File: src/rtl/xor_stream_cipher.sv
// Serial XOR stream cipher: serial key load, then per-bit encryption with a rotating or Galois-LFSR keystream.
// Valid/ready contract: no back-pressure; a bit is accepted on every ena cycle in STREAM with iMsg_flag=1, and oData_flag marks oData_out valid for exactly that one following cycle.
`timescale 1ns/1ps
module xor_stream_cipher #(
  parameter int                  MSG_SIZE  = 128,
  parameter int                  KEY_SIZE  = 8,
  parameter logic [KEY_SIZE-1:0] LFSR_TAPS = 8'hB8
) (
  input  logic                        clk,
  input  logic                        rst,
  input  logic                        ena,
  input  logic                        iData_in,
  input  logic                        iKey_flag,
  input  logic                        iMsg_flag,
  input  logic                        iMode,
  output logic                        oData_out,
  output logic                        oData_flag,
  output logic                        oKey_ready,
  output logic                        oBusy,
  output logic                        oDone,
  output logic                        oOverflow,
  output logic [$clog2(MSG_SIZE):0]   oBit_counter,
  output logic [2:0]                  oState_dbg
);

  localparam int CW  = $clog2(MSG_SIZE) + 1;
  localparam int KCW = $clog2(KEY_SIZE) + 1;

  typedef enum logic [2:0] {
    S_IDLE     = 3'd0,
    S_LOAD_KEY = 3'd1,
    S_READY    = 3'd2,
    S_STREAM   = 3'd3,
    S_DONE     = 3'd4
  } state_t;

  state_t                state_q, state_d;
  logic [KEY_SIZE-1:0]   key_q, key_d;
  logic [KCW-1:0]        kcnt_q, kcnt_d;
  logic [KEY_SIZE-1:0]   w_q, w_d;
  logic                  mode_q, mode_d;
  logic                  msg_prev_q;
  logic                  data_out_q, data_out_d;
  logic                  data_flag_q, data_flag_d;
  logic                  key_ready_q, key_ready_d;
  logic                  ovf_q, ovf_d;
  logic [CW-1:0]         bcnt_q, bcnt_d;

  // Advance the working key by one keystream bit.
  function automatic logic [KEY_SIZE-1:0] step_w(input logic [KEY_SIZE-1:0] w,
                                                 input logic                mode);
    logic [KEY_SIZE-1:0] sh;
    sh = {w[KEY_SIZE-2:0], 1'b0};
    if (mode) step_w = sh ^ (w[KEY_SIZE-1] ? LFSR_TAPS : '0);
    else      step_w = {w[KEY_SIZE-2:0], w[KEY_SIZE-1]};
  endfunction

  always_comb begin
    state_d     = state_q;
    key_d       = key_q;
    kcnt_d      = kcnt_q;
    w_d         = w_q;
    mode_d      = mode_q;
    data_out_d  = data_out_q;
    data_flag_d = 1'b0;
    key_ready_d = key_ready_q;
    ovf_d       = ovf_q;
    bcnt_d      = bcnt_q;

    case (state_q)
      S_IDLE, S_READY: begin
        if (iKey_flag) begin
          state_d     = S_LOAD_KEY;
          key_ready_d = 1'b0;
          kcnt_d      = KCW'(1);
          key_d       = {key_q[KEY_SIZE-2:0], iData_in};
        end else if (state_q == S_READY && iMsg_flag && !msg_prev_q) begin
          // First bit is taken on the start edge straight from the loaded key.
          state_d     = S_STREAM;
          mode_d      = iMode;
          ovf_d       = 1'b0;
          bcnt_d      = CW'(1);
          data_out_d  = iData_in ^ key_q[KEY_SIZE-1];
          data_flag_d = 1'b1;
          w_d         = step_w(key_q, iMode);
        end
      end
      S_LOAD_KEY: begin
        if (iKey_flag) begin
          key_d = {key_q[KEY_SIZE-2:0], iData_in};
          if (kcnt_q != KCW'(KEY_SIZE)) kcnt_d = kcnt_q + KCW'(1);
        end else if (kcnt_q == KCW'(KEY_SIZE)) begin
          state_d     = S_READY;
          key_ready_d = 1'b1;
        end else begin
          state_d = S_IDLE;
        end
      end
      S_STREAM: begin
        if (bcnt_q == CW'(MSG_SIZE)) begin
          state_d = S_DONE;
          if (iMsg_flag) ovf_d = 1'b1;
        end else if (!iMsg_flag) begin
          state_d = S_DONE;
        end else begin
          data_out_d  = iData_in ^ w_q[KEY_SIZE-1];
          data_flag_d = 1'b1;
          bcnt_d      = bcnt_q + CW'(1);
          w_d         = step_w(w_q, mode_q);
        end
      end
      S_DONE:  state_d = S_READY;
      default: state_d = S_IDLE;
    endcase
  end

  always_ff @(posedge clk) begin
    if (rst) begin
      state_q     <= S_IDLE;
      key_q       <= '0;
      kcnt_q      <= '0;
      w_q         <= '0;
      mode_q      <= 1'b0;
      msg_prev_q  <= 1'b0;
      data_out_q  <= 1'b0;
      data_flag_q <= 1'b0;
      key_ready_q <= 1'b0;
      ovf_q       <= 1'b0;
      bcnt_q      <= '0;
    end else if (ena) begin
      state_q     <= state_d;
      key_q       <= key_d;
      kcnt_q      <= kcnt_d;
      w_q         <= w_d;
      mode_q      <= mode_d;
      msg_prev_q  <= iMsg_flag;
      data_out_q  <= data_out_d;
      data_flag_q <= data_flag_d;
      key_ready_q <= key_ready_d;
      ovf_q       <= ovf_d;
      bcnt_q      <= bcnt_d;
    end
  end

  assign oData_out    = data_out_q;
  assign oData_flag   = data_flag_q;
  assign oKey_ready   = key_ready_q;
  assign oBusy        = (state_q == S_STREAM);
  assign oDone        = (state_q == S_DONE);
  assign oOverflow    = ovf_q;
  assign oBit_counter = bcnt_q;
  assign oState_dbg   = state_q;

endmodule
File: config.mk
export PLATFORM = sky130hd
export DESIGN_NAME = xor_stream_cipher
export DESIGN_NICKNAME = d
export VERILOG_FILES = /design/src/rtl/xor_stream_cipher.sv
export SDC_FILE = /design/constraint.sdc
export NUM_CORES = 1
export LEC_CHECK = 0
export CAP_MARGIN = 20
export CELL_PAD_IN_SITES_DETAIL_PLACEMENT = 1
export CELL_PAD_IN_SITES_GLOBAL_PLACEMENT = 1
export CORE_MARGIN = 3
export CORE_UTILIZATION = 30
export DETAILED_ROUTE_END_ITERATION = 6
export MAX_ROUTING_LAYER = met4
export PLACE_DENSITY = 0.6
export SLEW_MARGIN = 20
export SYNTH_ARGS = -nofsm -noshare
export SYNTH_HDL_FRONTEND = slang
export SYNTH_SLANG_ARGS = --single-unit
File: constraint.sdc
create_clock -name clk -period 2 [get_ports clk]
set_input_delay 0.5 -clock clk [delete_from_list [all_inputs] [get_ports clk]]
set_output_delay 0.5 -clock clk [all_outputs]
set_load 0.05 [all_outputs]
Fig. 1: selected gate families
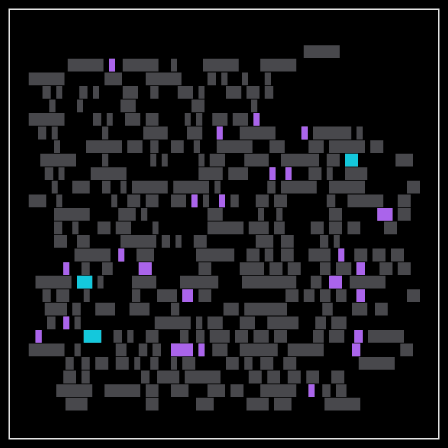
legend:
  nor cells:
    color: purple
    cells: 24
    most_used: nor2_1
  non-inverting ao/oa cells:
    color: cyan
    cells: 3
Layout Cells excl Fill: 347
logic share of the area: 42.98%

Fig. 2: close-up of the layout
The bar under the picture is 5 um long. Region (33, 50) to (53, 70) um. Cells in gray, sequential cells in the stronger gray; small squares are vias.
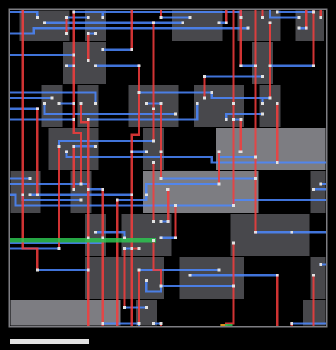
legend:
  M2:
    color: red
  M3:
    color: green
  M4:
    color: orange
  M1:
    color: blue
cells with their middle in the window: 27
most frequent: nand2_1 (7), xor2_1 (4)
sequential cells in the window: 3
netlist names of flops here include: `w_q` (3)

Fig. 3: wire density map
17 x 17 tiles, from white (low) to dark blue (high), scaled to the fullest tile. Values are wire area over tile area, all layers added.
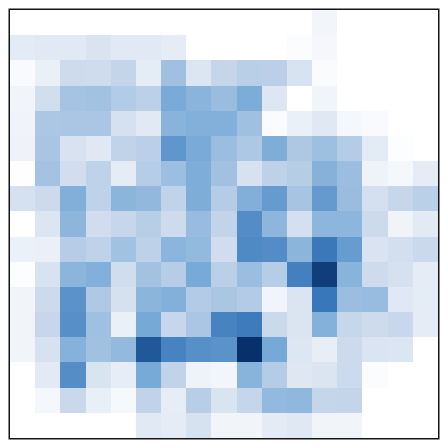
nearly empty tiles: 20%
mean over tiles: 0.10
fullest tile: 0.44
densest ninth of the die: middle
tiles over half the peak: 8.7%
emptiest ninth of the die: top right
gr usage total: 14.71%
final wirelength: 4968 um
DR WL/cell: 14.32 um
Vias: 1711

==> results.json <==
{
  "status": "completed",
  "end_kind": "output pin",
  "dr.max_layer_used": "met4",
  "ant_nets": 0,
  "netlist-cell-type-count": 49,
  "finalHoldViolCount": 0,
  "tns_ns": 0,
  "cp.arrival_ns": 1.42,
  "cts.clk_slew.worst_paths_ns": 0.07,
  "antenna_found_initial": 0,
  "regArea_um2": 749.5,
  "rr_endpoint": "oState_dbg[0]",
  "final_nets": 283,
  "grt_pass1_wl_um": 8369,
  "r2r_start": "oState_dbg[1]",
  "ioPinCount": 24,
  "cap_viol_max_count": 0,
  "initCoreUtil_pct": 31.59,
  "top_cell_area_share_pct": 38.69,
  "drt-pass1-iter-count": 4,
  "netlist_area_mm2": 0.001914,
  "warnings": 28,
  "num_rows": 28,
  "dp_hpwl_um": 3725,
  "start_kind": "flop",
  "grt_pass1_vias": 1720,
  "power_density_mw_per_mm2": 647.3,
  "path_class": "flop to output pin",
  "largest_area_cell": "dfxtp_1",
  "ys_seq_share_pct": 38.69,
  "ys.flops": 37,
  "critPathMaxFanout": 2,
  "critPathLaunch": "oKey_ready",
  "drive_gt1_share_pct": 26.47,
  "slew_violations": 0,
  "r2r_cells": 5,
  "wl_met2_um": 2340,
  "ys_area_mm2": 0.001914,
  "yosys_warnings": 0,
  "clockRootBuffer": "clkbuf_8",
  "post-place-ws_ns": -0.3414,
  "netlist_instances": 225,
  "min_path_cells": 2,
  "async_reset_ff_share_pct": 0,
  "htreeDepth": 2,
  "cp_slowest_stage_delay_ns": 0.81,
  "leakagePower_nw": 0.9698,
  "wl_met1_um": 2455,
  "via_per_inst": 4.931,
  "ys_sh_xor_pct": 5.948,
  "timing.final.ws_setup_ns": 0.07777,
  "busiest_layer": "met2",
  "top_logic_kind": "simple AND/OR/NAND/NOR gates",
  "worstMarginPinSlew_ns": 0.4994,
  "ir_worst_vdd_v": 0.0002672,
  "lay_top_cells": "40 x nand2_1, 40 x buf_4, 32 x dfxtp_1, 21 x a21oi_1, 15 x nor2_1"
}
Fig. 4: ports around the boundary
The bar under the picture is 20 um long. Pins as bars across the die edge, other pins in gray.
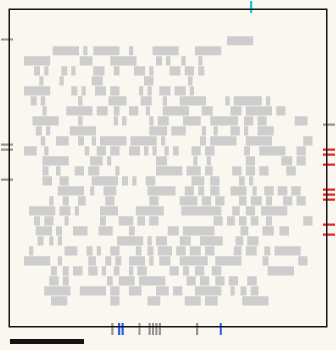
legend:
  `oState_dbg`:
    color: blue
    pins: 3
    direction: output
    edge: bottom
  `oBit_counter`:
    color: red
    pins: 8
    direction: output
    edge: right
  `oBusy`:
    color: cyan
    pins: 1
    direction: output
    edge: top
die height: 85.88 um
I/O Buffers: 23
Die W: 85.88 um

Fig. 5: clock routing
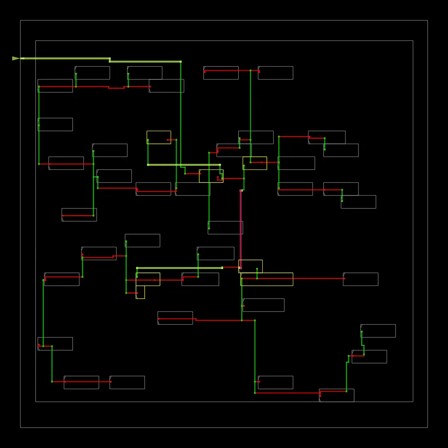
Clock Latency Late Sink: 0.29 ns
Clock Buffer Count: 5

==> power breakdown <==
| group | switching, mW | internal (mW) |
|---|---|---|
| clock | 0.269 | 0.363 |
| sequential | 0.0179 | 0.753 |
| combinational | 0.122 | 0.0959 |
| total | 0.409 | 1.21 |
==> worst reg2reg max path, cell delays in order (launching register included) <==
cell	delay, ns
dfxtp_2	0.38
or3b_4	0.44
o21ai_0	0.29
a21oi_2	0.08
or3b_2	0.45
o41ai_1	0.07
==> per-stage QoR <==
stage	cell area (um2)	std cells	total power [mW]	util, %	hold slack [ns]
after floorplan	1927	225	0.9214	-	0.4366
after global placement	2366	338	1.003	39.04	0.4464
after detailed placement	2366	338	1.005	39.04	0.4627
after CTS	2477	346	1.656	40.88	0.4736
after global routing	2504	347	1.700	41.31	0.4929
final	2504	347	1.621	41.31	0.4709
==> state kept, by name, indices dropped and copies added, names as in the netlist <==
| name | count |
|---|---|
| oState_dbg | 3 |
| oData_out | 1 |
| w_q | 8 |
| oData_flag | 1 |
| oKey_ready | 1 |
| mode_q | 1 |
| key_q | 8 |
| kcnt_q | 4 |
| oBit_counter | 8 |
| oOverflow | 1 |
| msg_prev_q | 1 |
==> area by class of cell <==
type                       instances  share of cell area [%]
multi-input combinational        170                   42.98
sequential                        37                   29.94
timing repair buffer              52                   18.24
tap                               75                   3.748
clock buffer                       5                   2.749
clock inverter                     2                   1.399
inverter                           6                  0.9495
==> repair_timing <==
action                     in CTS  in global routing
setup endpoints to repair       1                 16
buffers inserted                1                  1
resized                         0                  6
pin swaps                       1                  3
Power and IR drop assume default switching activity.
